--- src/rtl/poly_voice_mixer.sv ---
// poly_voice_mixer: N-voice synthesiser core feeding the PWM DAC.
// Each voice has a phase accumulator, a selectable waveform and a linear
// attack/release envelope. A Galois LFSR adds a noise channel. All channels
// are summed in a two-stage registered pipeline, shifted and saturated to
// an unsigned PCM word.
//
// Interface timing: there is no valid/ready handshake. A new sample is
// produced every clock. pcm/clip at cycle k+2 reflect the accumulator,
// envelope level and LFSR state present at cycle k.
module poly_voice_mixer #(
    parameter int NUM_VOICES = 4,
    parameter int ACC_W      = 28,
    parameter int INC_W      = 19,
    parameter int ENV_DIV    = 4096,
    parameter int MIX_SHIFT  = 2,
    parameter int OUT_W      = 16
) (
    input  logic                          clk,
    input  logic                          rst_n,
    input  logic [NUM_VOICES*INC_W-1:0]   increment,
    input  logic [NUM_VOICES-1:0]         gate,
    input  logic [2*NUM_VOICES-1:0]       wave_sel,
    input  logic [4*NUM_VOICES-1:0]       volume,
    input  logic [NUM_VOICES-1:0]         sync,
    input  logic [3:0]                    noise_vol,
    output logic [OUT_W-1:0]              pcm,
    output logic                          clip
);

    // Sum width is sized so that NUM_VOICES 16-bit products plus the 16-bit
    // noise term can never overflow before the shift.
    localparam int SUM_W  = 16 + $clog2(NUM_VOICES + 1);
    localparam int WIDE_W = (SUM_W > OUT_W) ? SUM_W : OUT_W;
    localparam int DIV_W  = $clog2(ENV_DIV);

    localparam logic [1:0] WAVE_SAW      = 2'd0;
    localparam logic [1:0] WAVE_PULSE    = 2'd1;
    localparam logic [1:0] WAVE_TRIANGLE = 2'd2;

    logic [ACC_W-1:0]  acc       [NUM_VOICES];
    logic [7:0]        level     [NUM_VOICES];
    logic [7:0]        level_nxt [NUM_VOICES];
    logic [7:0]        env_target[NUM_VOICES];
    logic [7:0]        wave      [NUM_VOICES];
    logic [7:0]        tri_ramp  [NUM_VOICES];
    logic [15:0]       prod      [NUM_VOICES];
    logic [DIV_W-1:0]  div_cnt;
    logic              tick;
    logic [15:0]       lfsr;
    logic [15:0]       noise_mul;
    logic [15:0]       noise_p;
    logic [SUM_W-1:0]  sum_raw;
    logic [SUM_W-1:0]  sum_shift;
    logic [WIDE_W-1:0] sum_wide;
    logic              sat;

    assign tick = (div_cnt == DIV_W'(ENV_DIV - 1));

    // Phase accumulators: free-running add, sync forces the phase to zero.
    always_ff @(posedge clk or negedge rst_n) begin
        if (!rst_n) begin
            for (int v = 0; v < NUM_VOICES; v++) acc[v] <= '0;
        end else begin
            for (int v = 0; v < NUM_VOICES; v++) begin
                if (sync[v]) acc[v] <= '0;
                else         acc[v] <= acc[v] + ACC_W'(increment[v*INC_W +: INC_W]);
            end
        end
    end

    // Waveform selection from the top bits of each accumulator.
    always_comb begin
        for (int v = 0; v < NUM_VOICES; v++) begin
            tri_ramp[v] = {acc[v][ACC_W-2 -: 7], 1'b0};
            wave[v]     = 8'd0;
            case (wave_sel[2*v +: 2])
                WAVE_SAW:      wave[v] = acc[v][ACC_W-1 -: 8];
                WAVE_PULSE:    wave[v] = acc[v][ACC_W-1] ? 8'd0 : 8'd255;
                WAVE_TRIANGLE: wave[v] = acc[v][ACC_W-1] ? ~tri_ramp[v] : tri_ramp[v];
                default:       wave[v] = 8'd0;
            endcase
        end
    end

    // Envelope divider: one tick every ENV_DIV clocks.
    always_ff @(posedge clk or negedge rst_n) begin
        if (!rst_n)    div_cnt <= '0;
        else if (tick) div_cnt <= '0;
        else           div_cnt <= div_cnt + 1'b1;
    end

    // Envelope next level: step toward target while gated, decay to zero when not.
    always_comb begin
        for (int v = 0; v < NUM_VOICES; v++) begin
            env_target[v] = {volume[4*v +: 4], volume[4*v +: 4]};
            level_nxt[v]  = level[v];
            if (tick) begin
                if (gate[v]) begin
                    if (level[v] < env_target[v])      level_nxt[v] = level[v] + 8'd1;
                    else if (level[v] > env_target[v]) level_nxt[v] = level[v] - 8'd1;
                end else if (level[v] != 8'd0) begin
                    level_nxt[v] = level[v] - 8'd1;
                end
            end
        end
    end

    // Envelope level registers.
    always_ff @(posedge clk or negedge rst_n) begin
        if (!rst_n) begin
            for (int v = 0; v < NUM_VOICES; v++) level[v] <= 8'd0;
        end else begin
            for (int v = 0; v < NUM_VOICES; v++) level[v] <= level_nxt[v];
        end
    end

    // Noise source: 16-bit Galois LFSR, taps 16'hB400.
    always_ff @(posedge clk or negedge rst_n) begin
        if (!rst_n) lfsr <= 16'hACE1;
        else        lfsr <= {1'b0, lfsr[15:1]} ^ (lfsr[0] ? 16'hB400 : 16'h0000);
    end

    // Noise scaling: at most 255*15 = 3825, so the <<4 still fits 16 bits.
    assign noise_mul = 16'(lfsr[7:0]) * 16'(noise_vol);

    // Pipeline stage 1: per-voice product of waveform and envelope, plus noise.
    always_ff @(posedge clk or negedge rst_n) begin
        if (!rst_n) begin
            for (int v = 0; v < NUM_VOICES; v++) prod[v] <= 16'd0;
            noise_p <= 16'd0;
        end else begin
            for (int v = 0; v < NUM_VOICES; v++) prod[v] <= 16'(wave[v]) * 16'(level[v]);
            noise_p <= noise_mul << 4;
        end
    end

    // Mix: full-width sum, shift, then detect values beyond the PCM range.
    always_comb begin
        sum_raw = SUM_W'(noise_p);
        for (int v = 0; v < NUM_VOICES; v++) sum_raw = sum_raw + SUM_W'(prod[v]);
        sum_shift = sum_raw >> MIX_SHIFT;
        sum_wide  = WIDE_W'(sum_shift);
        sat       = (sum_wide > WIDE_W'({OUT_W{1'b1}}));
    end

    // Pipeline stage 2: saturated PCM word and clip flag.
    always_ff @(posedge clk or negedge rst_n) begin
        if (!rst_n) begin
            pcm  <= '0;
            clip <= 1'b0;
        end else begin
            pcm  <= sat ? {OUT_W{1'b1}} : OUT_W'(sum_wide);
            clip <= sat;
        end
    end

endmodule

--- config.mk ---
export PLATFORM = sky130hd
export DESIGN_NAME = poly_voice_mixer
export DESIGN_NICKNAME = d
export VERILOG_FILES = /design/src/rtl/poly_voice_mixer.sv
export SDC_FILE = /design/constraint.sdc
export NUM_CORES = 1
export LEC_CHECK = 0
export CAP_MARGIN = 20
export CORE_MARGIN = 3
export CORE_UTILIZATION = 45
export DETAILED_ROUTE_END_ITERATION = 10
export PLACE_DENSITY = 0.66
export SLEW_MARGIN = 20
export SYNTH_ARGS = -nofsm -noshare
export SYNTH_HDL_FRONTEND = slang
export SYNTH_SLANG_ARGS = --single-unit
--- constraint.sdc ---
create_clock -name clk -period 15.5 [get_ports clk]
set_input_delay 2.325 -clock clk [delete_from_list [all_inputs] [get_ports clk]]
set_output_delay 2.325 -clock clk [all_outputs]
set_load 0.005 [all_outputs]
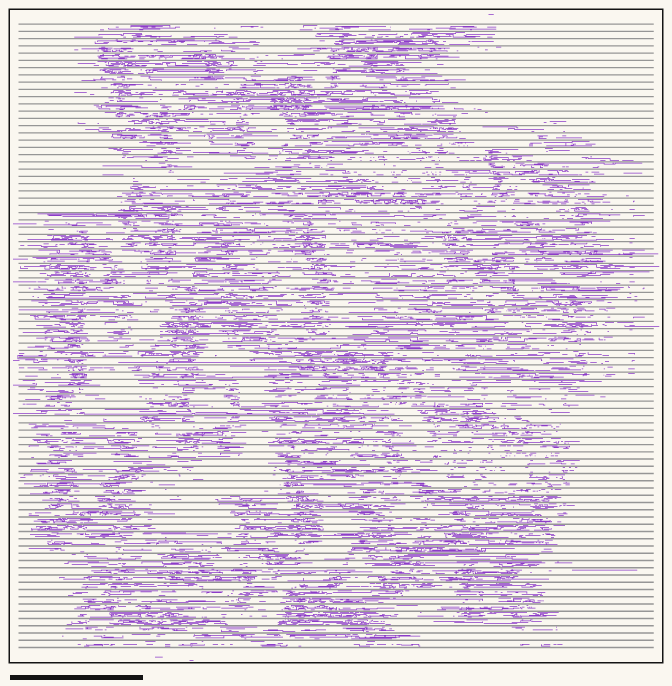
(images/layer_met1.png)
The bar under the picture is 50 µm long. Supply wires on this layer in gray.
The layer holds 45% of the routed length. The layer carries 25.2 mm of wire. The longest straight run is 64.9 µm. 3,307 nets have wire on it.
met1 Usage GRT: 25.0%
final WL: 56.5 mm
via count: 19,500

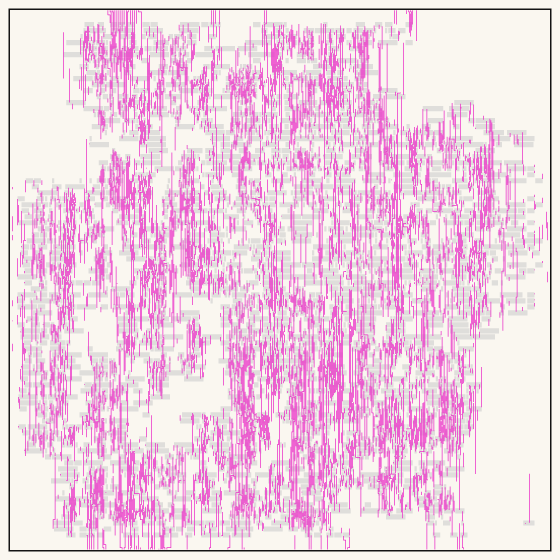
(images/layer_met2.png)
The layer holds 49% of the routed length. 3,040 nets have wire on it.
met2 Use GR: 34.3%

==> flow_metrics.env <==
# physical design summary
export IMPL_crit_path_end_kind="flip-flop"
export IMPL_cts_tree="yes"
export IMPL_largest_reg_flops=112
export IMPL_worstPathRequired_ps=15920
export IMPL_most_common_cell="inv_1"
export IMPL_cap_violations=0
export IMPL_cts_resized=0
export IMPL_yosys_cells=2819
export IMPL_finalClockPeriodUsage_pct=48.2
export IMPL_area_delta_synth_final_pct=12.2
export IMPL_grt_antenna_before_repair=1
export IMPL_mostFrequentLayoutCells="418 x inv_1, 299 x ha_1, 276 x nor2_1, 257 x dfrtp_1, 204 x fa_1"
export IMPL_worst_ep_arrival_time_ps=7900
export IMPL_final_core_utilization_pct=51.6
export IMPL_die_area_um2=59800
export IMPL_cts_hold_buffers=0
export IMPL_leakagePower_nw=14.5
export IMPL_dpl_cell_count=3641
export IMPL_drive_above_1_share_pct=3.42
export IMPL_total_power_w=0.00240
export IMPL_clk_latency_ps=540
export IMPL_hold_viol_final=0
export IMPL_topCellsByArea="dfrtp_1 25%, fa_1 16%, ha_1 15%"
export IMPL_cts_root_buf="clkbuf_16"
export IMPL_grt_pass1_wl_mm=97.4
export IMPL_syn_inst=2819
export IMPL_dpl_instance_area_um2=27700
export IMPL_cts_path_max_buffers=3
export IMPL_dr_wl_met3_mm=2.18
export IMPL_rows=86
export IMPL_synth_async_reset_ratio_pct=100
export IMPL_top_area_cell="dfrtp_1"
export IMPL_core_um2=55700
export IMPL_reg_largest_list="acc (112), prod (64), level (32)"
export IMPL_synth_nets=3436
export IMPL_clk_pin_slew_ps=60
export IMPL_ant_nets=0
export IMPL_cts_made_buffers=34
export IMPL_crit_path_max_fanout=8
export IMPL_ys_flop_type="dfrtp_1"
export IMPL_route_detailed_drc=0
export IMPL_wl_per_cell_um=15.3
export IMPL_edf_count=0
export IMPL_syn_area_per_cell_um2=9.09
export IMPL_dpl_worst_slack_ps=7430
export IMPL_relSlewSlack_pct=28.4
export IMPL_crit_type="input port to flip-flop"
export IMPL_vias_per_cell=5.27
export IMPL_cts_sinks=265
export IMPL_warning_count=35
export IMPL_peakVddDrop_mv=0.0976
export IMPL_maxSlewViolCount=0
export IMPL_fin_skew_ps=14.5
export IMPL_whs_ps=356
export IMPL_rsz0062_at_grt="false"
export IMPL_pin_count=131
export IMPL_synth_cell_type_count=91
export IMPL_setup_tns_ps=0
export IMPL_grt_max_degree=129
export IMPL_hpwl_mm=43.4
export IMPL_floorplan_core_util_pct=46.0
export IMPL_place_gp_congestion=0.849
export IMPL_setup_violations=0
export IMPL_ys_seq_share_pct=25.9
export IMPL_post_route_min_period_ps=7470
export IMPL_cts_max_level=2
export IMPL_port_buffers=130
export IMPL_status="finished, final reports clean"
export IMPL_fin_ws_ps=8030
export IMPL_fin_area_um2=28800
export IMPL_ys_ff=265
export IMPL_nFillCells=5127
export IMPL_yosysChipArea_um2=25600
export IMPL_grt_pass1_vias=20400
export IMPL_diodes=0
export IMPL_drt_initial_drc_count=777
export IMPL_cp_start_kind="input port"
export IMPL_grtUsageTotal_pct=19.4
export IMPL_top_layer_used="met5"
export IMPL_die_size_y_um=245
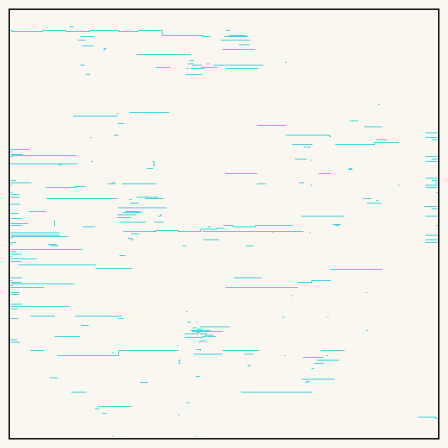
(images/layer_met3.png)
The longest straight run is 57.5 µm. The layer carries 2,180 µm of wire. The wires run mostly horizontal. 165 nets have wire on it. The layer holds 3.9% of the routed length.
met3 usage: 2.69%

cell type report:
cell class	instances	area [µm²]	area share [%]
clock buffers	50	972	3.38
clock inverters	9	86.3	0.300
inverters	423	1590	5.52
multi-input cells	2071	17200	59.7
flip-flops and latches	265	6640	23.1
well taps	748	936	3.26
repair buffers	135	1360	4.73
where the power goes:
| part | total [W] | internal, W | switching (W) |
|---|---|---|---|
| combinational | 0.000824 | 0.000352 | 0.000473 |
| clock | 0.000764 | 0.000453 | 0.000311 |
| sequential | 0.000812 | 0.000777 | 0.0000346 |
| total | 0.00240 | 0.00158 | 0.000818 |
path summary, 6_finish.rpt:
path | startpoint | end | cells past startpoint
setup / recovery | wave_sel[7] | prod[15]$_DFF_PN0_ | 21
setup reg to reg | acc[27]$_DFF_PN0_ | prod[15]$_DFF_PN0_ | 19
min in group asynchronous | rst_n | level[29]$_DFFE_PN0P_ | 1
max in group asynchronous | rst_n | prod[13]$_DFF_PN0_ | 4
hold reg to reg | lfsr[9]$_DFF_PN0_ | lfsr[8]$_DFF_PN0_ | 0
hold / removal | lfsr[9]$_DFF_PN0_ | lfsr[8]$_DFF_PN0_ | 0
logic make-up after synthesis:
logic type | count (synthesis) | synth area share, %
simple gates | 882 | 17.3
compound gates | 498 | 12.6
buf+inv | 483 | 7.10
xor+xnor | 180 | 6.15
mux | 8 | 0.356
flops | 265 | 25.9
fa+ha+maj | 503 | 30.5
worst max-delay path, stage by stage:
cell             delay (ps)
clkdlybuf4s50_1         600
inv_1                   150
nand2_1                 200
a21oi_1                  90
a21oi_1                 650
nor2b_1                 150
fa_1                    540
inv_1                    50
fa_1                    470
inv_1                    50
fa_1                    520
inv_1                    50
fa_1                    530
inv_1                    40
ha_1                    310
a21boi_1                150
o21ai_1                 160
a22oi_1                 110
a41o_1                  270
o41a_1                  330
xnor2_1                 130
Power figures rest on the tool's default switching activity, not on a simulated workload.
